<file path="src/rtl/wr_burst_sched.sv">
// Two-channel memory write scheduler.
// Grants whole bursts round-robin to channels whose FIFO holds a full burst,
// issues one write command per burst at a per-channel circular address, then
// streams exactly BL beats from the granted FIFO to the memory write port.
module wr_burst_sched #(
  parameter int unsigned DSIZE   = 36,
  parameter int unsigned AW      = 25,
  parameter int unsigned BL      = 16,
  parameter int unsigned GAP_CYC = 2
) (
  input  logic             clk,
  input  logic             rst,
  input  logic [1:0]       ch_en_i,
  input  logic             restart_i,
  input  logic [AW-1:0]    base_addr0_i,
  input  logic [AW-1:0]    base_addr1_i,
  input  logic [AW-1:0]    region_len0_i,
  input  logic [AW-1:0]    region_len1_i,
  input  logic [1:0]       burst_avail_i,
  output logic [1:0]       burst_rd_en_o,
  input  logic [DSIZE-1:0] burst_rd_data0_i,
  input  logic [DSIZE-1:0] burst_rd_data1_i,
  output logic             cmd_vld_o,
  input  logic             cmd_rdy_i,
  output logic [AW-1:0]    cmd_addr_o,
  output logic             wr_vld_o,
  input  logic             wr_rdy_i,
  output logic [DSIZE-1:0] wr_data_o,
  output logic             wr_last_o,
  output logic [1:0]       wrap_o,
  output logic             busy_o
);

  localparam int unsigned BW = (BL > 1) ? $clog2(BL) : 1;
  localparam int unsigned GW = (GAP_CYC > 1) ? $clog2(GAP_CYC) : 1;
  localparam logic [BW-1:0] BEAT_LAST = BW'(BL - 1);
  localparam logic [GW-1:0] GAP_LAST  = GW'((GAP_CYC > 0) ? GAP_CYC - 1 : 0);
  localparam logic [AW:0]   BL_W      = (AW+1)'(BL);

  typedef enum logic [1:0] {
    IDLE,
    CMD,
    DATA,
    GAP
  } state_t;

  state_t        state_q;
  state_t        state_nxt;
  logic          grant_q;
  logic          last_grant_q;
  logic [AW-1:0] off0_q;
  logic [AW-1:0] off1_q;
  logic [BW-1:0] beat_q;
  logic [GW-1:0] gap_q;
  logic          restart_pend_q;
  logic [1:0]    wrap_q;

  logic [1:0]    req;
  logic          arb_ch;
  logic [AW-1:0] cur_off;
  logic [AW-1:0] cur_base;
  logic [AW-1:0] cur_len;
  logic [AW:0]   off_inc;
  logic          burst_wraps;
  logic [AW-1:0] off_next_g;
  logic          wr_hs;
  logic          last_hs;
  logic          gap_done;
  logic          restart_now;
  logic          apply_restart;

  assign req         = burst_avail_i & ch_en_i;
  // Both requesting: the channel not served last time wins.
  assign arb_ch      = (req == 2'b11) ? ~last_grant_q : req[1];
  assign cur_off     = grant_q ? off1_q : off0_q;
  assign cur_base    = grant_q ? base_addr1_i : base_addr0_i;
  assign cur_len     = grant_q ? region_len1_i : region_len0_i;
  // One extra bit so the compare against region length cannot overflow.
  assign off_inc     = {1'b0, cur_off} + BL_W;
  assign burst_wraps = off_inc >= {1'b0, cur_len};
  assign off_next_g  = burst_wraps ? '0 : off_inc[AW-1:0];
  assign wr_hs       = (state_q == DATA) && wr_rdy_i;
  assign last_hs     = wr_hs && (beat_q == BEAT_LAST);
  assign gap_done    = (state_q == GAP) && (gap_q == GAP_LAST);
  // Outside a burst a restart takes effect at once; inside, it waits for GAP entry.
  assign restart_now   = restart_i && ((state_q == IDLE) || (state_q == GAP));
  assign apply_restart = last_hs && (restart_pend_q || restart_i);

  // State register.
  always_ff @(posedge clk or posedge rst) begin
    if (rst) begin
      state_q <= IDLE;
    end else begin
      state_q <= state_nxt;
    end
  end

  // Next-state decode.
  always_comb begin
    state_nxt = state_q;
    case (state_q)
      IDLE:    if (req != 2'b00) state_nxt = CMD;
      CMD:     if (cmd_rdy_i)    state_nxt = DATA;
      DATA:    if (last_hs)      state_nxt = GAP;
      GAP:     if (gap_done)     state_nxt = IDLE;
      default: state_nxt = IDLE;
    endcase
  end

  // Grant latch, beat counter and post-burst gap counter.
  always_ff @(posedge clk or posedge rst) begin
    if (rst) begin
      grant_q      <= 1'b0;
      last_grant_q <= 1'b1;
      beat_q       <= '0;
      gap_q        <= '0;
    end else begin
      if ((state_q == IDLE) && (req != 2'b00)) begin
        grant_q      <= arb_ch;
        last_grant_q <= arb_ch;
      end
      if (wr_hs) begin
        beat_q <= last_hs ? '0 : beat_q + BW'(1);
      end
      if (state_q == GAP) begin
        gap_q <= gap_done ? '0 : gap_q + GW'(1);
      end else begin
        gap_q <= '0;
      end
    end
  end

  // Per-channel circular offsets, deferred restart and wrap pulse.
  always_ff @(posedge clk or posedge rst) begin
    if (rst) begin
      off0_q         <= '0;
      off1_q         <= '0;
      restart_pend_q <= 1'b0;
      wrap_q         <= '0;
    end else begin
      if (restart_now || apply_restart) begin
        off0_q <= '0;
        off1_q <= '0;
      end else if (last_hs) begin
        if (grant_q) begin
          off1_q <= off_next_g;
        end else begin
          off0_q <= off_next_g;
        end
      end
      if (last_hs) begin
        restart_pend_q <= 1'b0;
      end else if (restart_i && ((state_q == CMD) || (state_q == DATA))) begin
        restart_pend_q <= 1'b1;
      end
      // Wrap still reports even when a restart zeroes the offsets on the same edge.
      if (last_hs && burst_wraps) begin
        wrap_q <= grant_q ? 2'b10 : 2'b01;
      end else begin
        wrap_q <= '0;
      end
    end
  end

  // Output decode from state; everything idles at zero outside its phase.
  always_comb begin
    cmd_vld_o     = 1'b0;
    cmd_addr_o    = '0;
    wr_vld_o      = 1'b0;
    wr_data_o     = '0;
    wr_last_o     = 1'b0;
    burst_rd_en_o = 2'b00;
    case (state_q)
      CMD: begin
        cmd_vld_o  = 1'b1;
        cmd_addr_o = cur_base + cur_off;
      end
      DATA: begin
        wr_vld_o      = 1'b1;
        wr_data_o     = grant_q ? burst_rd_data1_i : burst_rd_data0_i;
        wr_last_o     = (beat_q == BEAT_LAST);
        burst_rd_en_o = grant_q ? {wr_rdy_i, 1'b0} : {1'b0, wr_rdy_i};
      end
      default: ;
    endcase
  end

  assign busy_o = (state_q != IDLE);
  assign wrap_o = wrap_q;

endmodule
</file>
<file path="config.mk">
export PLATFORM = sky130hd
export DESIGN_NAME = wr_burst_sched
export DESIGN_NICKNAME = d
export VERILOG_FILES = /design/src/rtl/wr_burst_sched.sv
export SDC_FILE = /design/constraint.sdc
export NUM_CORES = 1
export LEC_CHECK = 0
export CAP_MARGIN = 20
export CORE_MARGIN = 1.5
export CORE_UTILIZATION = 29
export CTS_CLUSTER_SIZE = 16
export DETAILED_ROUTE_END_ITERATION = 10
export PLACE_DENSITY_LB_ADDON = 0.05
export REMOVE_ABC_BUFFERS = 1
export SLEW_MARGIN = 40
export SYNTH_ARGS = -nofsm -noshare
export SYNTH_HDL_FRONTEND = slang
export SYNTH_SLANG_ARGS = --single-unit
</file>
<file path="constraint.sdc">
create_clock -name clk -period 4.74 [get_ports clk]
set_input_delay 0.474 -clock clk [delete_from_list [all_inputs] [get_ports clk]]
set_output_delay 0.474 -clock clk [all_outputs]
set_load 0.03 [all_outputs]
</file>
run_1/wire_density.png
Scale bar: 50 um. The die is cut into 31 by 31 equal tiles; dark blue is low, red is high, scaled to the fullest tile. Values are wire area over tile area, all layers added.
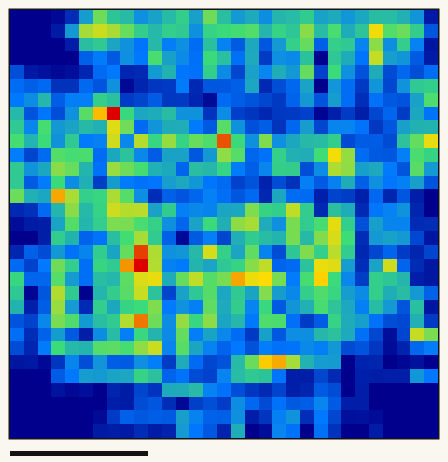
- tiles over half the peak: 15%
- mean over tiles: 0.14
- emptiest ninth of the die: south-east
- fullest tile: 0.46

run_1/final_congestion.png
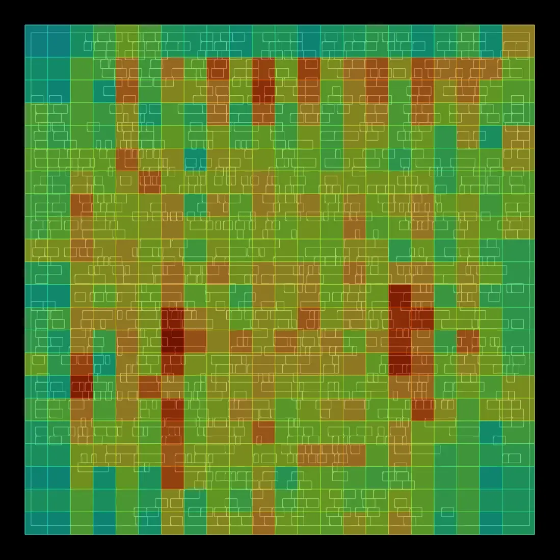
met1 usage: 22.4%
met2 Usage GRT: 31.7%
gr busiest metal: met2
WL per Instance: 16.4 um

==> flow_summary.ini, run 1 <==
; physical design summary
[finish]
mostFrequentLayoutCells = clkdlybuf4s50_1 (235), nand2_1 (85), mux2i_1 (79)
n_fill_cell = 2272
fin_util_pct = 43.5
layout_top_cell = clkdlybuf4s50_1
multiInputGateArea_sq_um = 4740
stdcell_area_sq_um = 9840
layout.nets = 1237

[die]
std_cell_rows = 55
core_sq_um = 22600
die_y_um = 155
design.die.area_sq_um = 23900
ios = 250

[hold_path]
hold_path_end = gap_q
hp-class = flip-flop to flip-flop
whs_path_depth = 1

[synthesis]
top_area_share_pct = 22.9
topCellsByArea = dfrtp_1 (23%), mux2i_1 (12%), ha_1 (10%), mux2_2 (5.2%), nand2_1 (4.8%)
synthArstFlopShare_pct = 100
synth-edff-count = 0
ys_warn_count = 0
ff_type = dfrtp_1
syn-cell-area_sq_um = 6670
ys_ff = 62

[timing]
max_freq_mhz = 225
finClkSkew_ps = 5.00
setup-violations-final = 0
setup_slack_ps = 292
slew_headroom_pct = 51.2

[setup_path]
cp-start-kind = flip-flop
crit_type = flip-flop to output pin
cp.arrival_ps = 3970
crit_fanout = 18

[grt]
grt_pass1_wl_um = 33500
use_met3_pct = 2.89
grt_max_degree = 48

[job]
warnings = 28

[placement]
routabilityCongestion = 0.816
dpl_worst_slack_ps = 340
dp_hpwl_um = 16900
io_buffers = 249

[routing]
dr.pass1.iters = 4
drc = 0
drtAntennaViolNets = 0
totalWireLength_um = 21200

[power]
ir_worst_vdd_uv = 222
power.density_nw_per_um2 = 374

[outcome]
status = complete, no violations

[clocking]
cts_buffers = 9
run_1/density.png
Scale bar: 50 um. The die is cut into 15 by 15 equal tiles; dark blue is low, red is high, 0 to 100% covered.
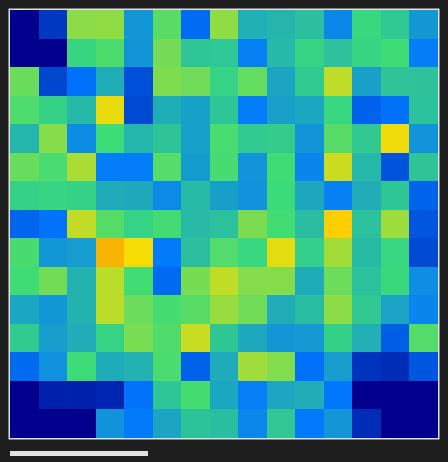
- mean over tiles: 40%
- fullest tile: 80%
- tiles over 75% full: 0.90%
- nearly empty tiles: 5.3%

-- run 1: layer usage --
metal	up-vias	part of all wire (%)
met2	123	52
met4	0	1.1
met5	-	0
met3	15	3.3
met1	2885	44
li1	3183	-
-- run 1: sequential cells by signal, indices dropped and copies added (netlist names) --
register        flops
off1_q             25
off0_q             25
gap_q               1
wrap_o              2
grant_q             1
last_grant_q        1
beat_q              4
state_q             2
restart_pend_q      1
-- run 1: cell type report --
type / count / share of cell area [%]
timing repair buffer: 266 / 28.0
sequential: 62 / 15.8
tap: 285 / 3.62
clock buffer: 12 / 2.50
clock inverter: 2 / 0.102
multi-input combinational: 615 / 48.2
inverter: 46 / 1.77
-- run 1: worst max-delay path, cell delays in order (launching register included) --
cell	delay (ps)
dfrtp_4	630
mux2i_1	360
inv_1	150
ha_1	390
a21o_1	200
a21oi_1	240
a21oi_1	140
a41oi_1	400
o211ai_1	280
a211oi_1	330
mux2i_1	340
buf_12	160
-- run 1: power breakdown --
part	internal (W)	total [W]	switching, W	leakage, nW
combinational	0.00113	0.00245	0.00132	3.64
sequential	0.000572	0.000640	0.0000680	0.845
clock	0.000360	0.000589	0.000228	0.128
-- run 1: cell usage after synthesis, types with 4 or more instances --
cell	n
a31oi_1	5
and2_1	6
nand4_1	7
mux2i_1	80
nand2_1	85
buf_2	12
dfrtp_1	61
o21ai_1	10
mux2_2	31
nor2b_1	45
buf_6	4
o21a_1	7
a32o_1	4
clkbuf_1	14
o21ai_0	31
xor2_1	10
nor3_1	8
and3_1	6
nor2_1	35
o21ai_2	27
a21oi_1	31
nand3_1	15
a211oi_1	10
ha_1	55
inv_1	45
xnor2_1	22
nand2b_1	10
a21o_1	17
-- run 1: through the flow --
stage | hold WS, ps | total power (W)
2_1_floorplan | 386 | 0.00225
3_3_place_gp | 404 | 0.00312
3_5_place_dp | 404 | 0.00311
4_1_cts | 410 | 0.00373
5_1_grt | 423 | 0.00392
6_report | 407 | 0.00368
-- run 1: what timing repair did --
| item | CTS | global route |
|---|---|---|
| gates resized | 0 | 4 |
| endpoints found under the setup margin | 1 | 3 |
| setup buffers | 1 | 0 |
| hold buffers | 0 | 0 |
-- run 1: worst max path at each step --
stage,start,to,slack [ps],cells past startpoint
floorplan,grant_q,off0_q[1],-2840,14
global placement,grant_q,cmd_addr_o[22],410,11
detailed placement,grant_q,cmd_addr_o[22],340,11
CTS,grant_q,cmd_addr_o[22],90,11
global route,grant_q,cmd_addr_o[21],60,11
finish,grant_q,cmd_addr_o[21],290,11
-- run 1: logic make-up after synthesis --
logic type      after synthesis  synth area share, %
fa+ha+maj                    56                 10.6
mux                         114                 18.0
simple gates                243                 19.8
xor+xnor                     32                 4.20
compound gates              170                 18.3
flops                        62                 23.3
buf+inv                      79                 5.85
==> run 2: changes to the inputs <==
--- a/config.mk
+++ b/config.mk
@@ -5,7 +5,7 @@
 export SDC_FILE = /design/constraint.sdc
 export NUM_CORES = 1
 export LEC_CHECK = 0
-export CAP_MARGIN = 20
+export CAP_MARGIN = 25
 export CORE_MARGIN = 1.5
 export CORE_UTILIZATION = 29
 export CTS_CLUSTER_SIZE = 16
==> constraint.sdc (replaced) <==
create_clock -name clk -period 4.74 [get_ports clk]
set_input_delay 0.474 -clock clk [delete_from_list [all_inputs] [get_ports clk]]
set_output_delay 0.474 -clock clk [all_outputs]
set_load 0.01 [all_outputs]
run_2/density.png
Scale bar: 50 um. The die is cut into 15 by 15 equal tiles; dark blue is low, red is high, 0 to 100% covered.
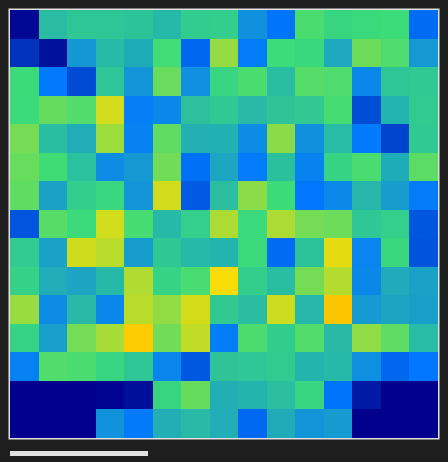
- nearly empty tiles: 5.8%
- mean over tiles: 40%
- tiles over 75% full: 0.90%

==> run 2 against run 1 <==
Critical endpoint is now cmd_addr_o[13]; clock power increased by 29%; sequential share of layout area decreased by 0.22 points; combinational power decreased by about 10%; sequential cell count unchanged; design area increased by 1.4%; setup slack got worse by 87 ps.
==> flow_summary.ini, run 2 <==
; physical design summary
[die]
ios = 250
die_y_um = 155
core_sq_um = 22600

[synthesis]
topCellsByArea = dfrtp_1 (23%), mux2i_1 (12%), ha_1 (10%), mux2_2 (5.2%), nand2_1 (4.8%)
ys_ff = 62
synthArstFlopShare_pct = 100
ff_type = dfrtp_1
top_cell = nand2_1
top_cells_by_count = nand2_1 (85), mux2i_1 (80), dfrtp_1 (61)

[setup_path]
cp.arrival_ps = 4060
crit_type = flip-flop to output pin
crit_buf_inv = 3
cp_slowest_cell = a2111oi_0
critPathMaxStageDelay_ps = 680
critPathTopFamily = AND-OR/OR-AND gates

[timing]
max_freq_mhz = 221
setup-violations-final = 0
finClkSkew_ps = 8.92
slew_headroom_pct = 46.8

[grt]
grt_max_degree = 46
use_met1_pct = 22.9
grt_pass1_wl_um = 33500
grt.met2_usage_pct = 31.6
busiest_layer = met2

[finish]
fin_util_pct = 44.1
mostFrequentLayoutCells = clkdlybuf4s50_1 (248), nand2_1 (85), mux2i_1 (75)
top_regs = off0_q x25, off1_q x25, beat_q x4
layout_top_cell = clkdlybuf4s50_1

[placement]
io_buffers = 249
dp_hpwl_um = 16900
routabilityCongestion = 0.775

[routing]
totalWireLength_um = 21500
drc = 0
wl_per_cell_um = 16.5

[power]
ir_worst_vdd_uv = 191

[outcome]
status = complete, no violations

[clocking]
cts_buffers = 9

[hold_path]
hp-class = flip-flop to flip-flop
whs_path_depth = 1
run_2/wire_density.png
Scale bar: 50 um. The die is cut into 31 by 31 equal tiles; dark blue is low, red is high, scaled to the fullest tile. Values are wire area over tile area, all layers added.
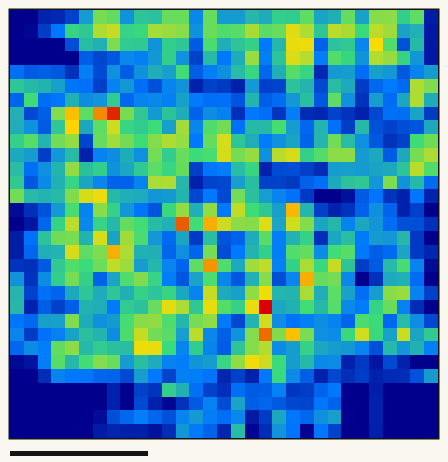
- tiles over half the peak: 22%
- mean over tiles: 0.14
- fullest tile: 0.41

run 2: cell counts after synthesis:
No cell type changed its count.
run 2: per-layer routing:
layer  wire length [um]  share of wire (%)  vias to the layer above
met1               9400                 44                     2895
met5                  0                  0                        -
met3                676                3.2                       15
met4                191               0.89                        0
met2              11200                 52                      115
li1                   -                  -                     3209
run 2: worst max path at each step:
stage | startpoint | to | depth (start not counted)
2_1_floorplan | grant_q | off0_q[1] | 14
3_3_place_gp | base_addr0_i[0] | cmd_addr_o[22] | 12
3_5_place_dp | base_addr0_i[0] | cmd_addr_o[22] | 12
4_1_cts | grant_q | cmd_addr_o[22] | 11
5_1_grt | grant_q | cmd_addr_o[17] | 14
6_report | grant_q | cmd_addr_o[13] | 11
run 2: cell type report:
cell class                      instances  area (sq um)
Clock inverter                          6           110
Tap cell                              285           357
Fill cell                            2258         12700
Timing Repair Buffer                  273          2730
Inverter                               46           173
Sequential cell                        62          1560
Clock buffer                           10           229
Multi-Input combinational cell        615          4830
run 2: repair_timing:
| item | 4_1_cts | 5_1_grt |
|---|---|---|
| pin swaps | 0 | 2 |
| hold buffers | 0 | 0 |
| setup buffers | 1 | 4 |
| gates cloned | 0 | 1 |
| setup endpoints to repair | 6 | 9 |
| gates resized | 3 | 21 |
run 2: power by group:
| group | internal [W] | switching (W) | leakage [nW] |
|---|---|---|---|
| clock network | 0.000512 | 0.000246 | 0.159 |
| logic | 0.00112 | 0.00108 | 3.64 |
| registers | 0.000573 | 0.0000474 | 0.845 |
| total | 0.00220 | 0.00137 | 4.64 |
run 2: cells by family (layout without fill, tap and decap cells):
group | count (synthesis) | after routing | share of synthesized area, %
fa+ha+maj | 56 | 56 | 10.6
xor+xnor | 32 | 32 | 4.20
compound gates | 170 | 170 | 18.3
flops | 62 | 62 | 23.3
buf+inv | 79 | 335 | 5.85
simple gates | 243 | 243 | 19.8
mux | 114 | 114 | 18.0
run 2: worst register-to-register path, delay by kind of cell (launching register included):
family	cells	cell delay, ps
XOR/XNOR	1	230
adder cells (fa/ha/maj)	1	330
flip-flops	1	560
AND-OR/OR-AND	4	1470
multiplexers	1	130
buffers and inverters	5	770
AND/OR/NAND/NOR	4	770
run 2: stage by stage:
step | power, W | instance area, sq um | worst slack [ps]
2_1_floorplan | 0.00196 | 6450 | -2840
3_3_place_gp | 0.00276 | 9460 | 260
3_5_place_dp | 0.00274 | 9460 | 238
4_1_cts | 0.00354 | 9820 | 3.22
5_1_grt | 0.00382 | 9980 | -40.5
6_report | 0.00358 | 9980 | 205
==> run 3: changes to the inputs <==
--- a/config.mk
+++ b/config.mk
@@ -10,7 +10,6 @@
 export CORE_UTILIZATION = 29
 export CTS_CLUSTER_SIZE = 16
 export DETAILED_ROUTE_END_ITERATION = 10
-export PLACE_DENSITY_LB_ADDON = 0.05
 export REMOVE_ABC_BUFFERS = 1
 export SLEW_MARGIN = 40
 export SYNTH_ARGS = -nofsm -noshare
run_3/wire_density.png
Scale bar: 50 um. The die is cut into 31 by 31 equal tiles; dark blue is low, red is high, scaled to the fullest tile. Values are wire area over tile area, all layers added.
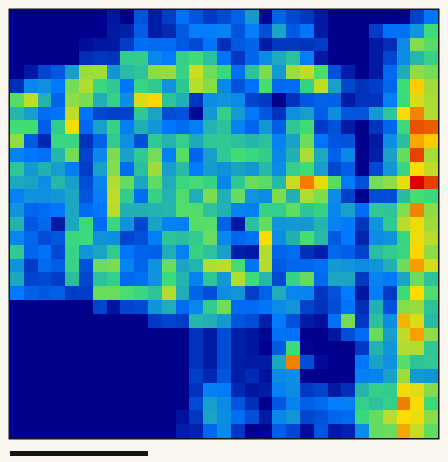
- tiles over half the peak: 16%
- emptiest ninth of the die: south-west
- nearly empty tiles: 19%
- fullest tile: 0.53

==> run 3 against run 2 <==
Non-clock buffer count decreased by 3; cell count stayed put; design area is 1.4% lower; combinational power down 3%; global-route usage up 0.39 points; critical path depth up 1; first-iteration DRC count grew 12%; critical endpoint is now cmd_addr_o[21]; largest cell class unchanged; largest power group unchanged; highest routed layer unchanged.
==> flow_summary.ini, run 3 <==
; physical design summary
[outcome]
status = complete, no violations

[power]
power_frac_clock_pct = 20.8
power.density_nw_per_um2 = 352
combPwrFrac_pct = 61.4
power_frac_seq_pct = 17.8

[setup_path]
critPathMaxStageDelay_ps = 550
critPathLaunch = grant_q
critPathMostFrequentCell = a21oi_1
critPathTopFamily = AND-OR/OR-AND gates

[die]
design.die.area_sq_um = 23900

[finish]
stdcell_area_sq_um = 9840
top_regs = off0_q x25, off1_q x25, beat_q x4
layout.nets = 1241

[timing]
max_freq_mhz = 220
setup-violations-final = 0
setup_slack_ps = 201

[placement]
io_buffers = 249
routabilityCongestion = 0.810

[routing]
wl_per_cell_um = 16.8
totalWireLength_um = 21800
drc = 0
dr.pass1.iters = 4

[hold_path]
hold_path_end = gap_q
whs_path_depth = 1

[synthesis]
top_cells_by_count = nand2_1 (85), mux2i_1 (80), dfrtp_1 (61)
ys_ff = 62
top_area_share_pct = 22.9

[grt]
grt_max_degree = 53
grt_pass1_wl_um = 34100

[clocking]
cts_buffers = 9

[job]
warnings = 28
run_3/drive_strength.png
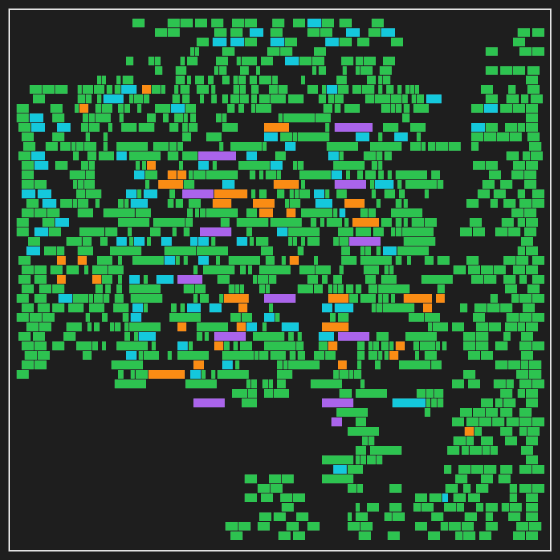
- cyan: drive 2 (cells 77)
- orange: drive 3 to 4 (cells 37)
- purple: drive 6 and up (cells 13)
- green: drive 1 or less (cells 882)

-- run 3: worst register-to-register path, stage by stage (launching register included) --
cell and delay (ps):
dfrtp_4 560, buf_4 200, buf_4 190, nand3b_1 210
a221oi_4 430, nand3_4 190, nor4b_2 330, xnor2_1 210
inv_1 80, ha_1 320, nand3_1 100, nor2_1 170
o2111ai_1 240, o211ai_4 670, o21ai_0 210
-- run 3: how the worst max path moves through the flow --
stage	endpoint	slack (ps)	depth (start not counted)
floorplan	off0_q[1]	-2840	14
global placement	cmd_addr_o[24]	200	12
detailed placement	cmd_addr_o[24]	220	12
CTS	cmd_addr_o[17]	80	12
global route	cmd_addr_o[24]	0.6	11
finish	cmd_addr_o[21]	200	12
-- run 3: through the flow --
step	util (%)	instances	power, W	hold WS [ps]
4_1_cts	43.3	1294	0.00350	416
3_3_place_gp	41.8	1276	0.00275	400
6_report	43.5	1297	0.00347	407
2_1_floorplan	-	723	0.00196	386
5_1_grt	43.5	1297	0.00369	450
3_5_place_dp	41.8	1276	0.00275	407
-- run 3: metal layers --
| metal | track usage [%] | routed length, um | vias to the layer above |
|---|---|---|---|
| met2 | 33.8 | 10900 | 205 |
| met3 | 3.84 | 1360 | 16 |
| met4 | 4.67 | 271 | 0 |
| li1 | - | - | 3204 |
| met5 | 0 | 0 | - |
| met1 | 21.1 | 9280 | 2918 |
-- run 3: power by group through the flow --
| stage | clock, W | sequential, W | combinational [W] |
|---|---|---|---|
| after detailed placement | 0 | 0.000641 | 0.00211 |
| after floorplan | 0 | 0.000781 | 0.00118 |
| after global placement | 0 | 0.000641 | 0.00211 |
| after CTS | 0.000733 | 0.000617 | 0.00215 |
| final | 0.000719 | 0.000618 | 0.00213 |
| after global routing | 0.000760 | 0.000622 | 0.00231 |
-- run 3: what timing repair did --
action / CTS / global route
pin swaps: 0 / 2
setup buffers: 2 / 0
endpoints found under the setup margin: 4 / 8
gates resized: 0 / 8
-- run 3: cell type report --
type                    instances  area [sq um]
diodes                          3          7.51
clock buffers                   9           225
clock inverters                 7          97.6
fillers                      2256         12800
inverters                      46           174
multi-input cells             615          4760
flip-flops and latches         62          1560
well taps                     285           357
repair buffers                270          2660
-- run 3: logic make-up (layout without fill, tap and decap cells) --
logic type               count (synthesis)  count (layout)  synth area share [%]
AND/OR/NAND/NOR                        243             243                  19.8
AND-OR/OR-AND                          170             170                  18.3
multiplexers                           114             114                  18.0
buffers and inverters                   79             332                  5.85
flip-flops                              62              62                  23.3
adder cells (fa/ha/maj)                 56              56                  10.6
XOR/XNOR                                32              32                  4.20
other                                    0               3                     0
Power is estimated from default activity; no workload was simulated.
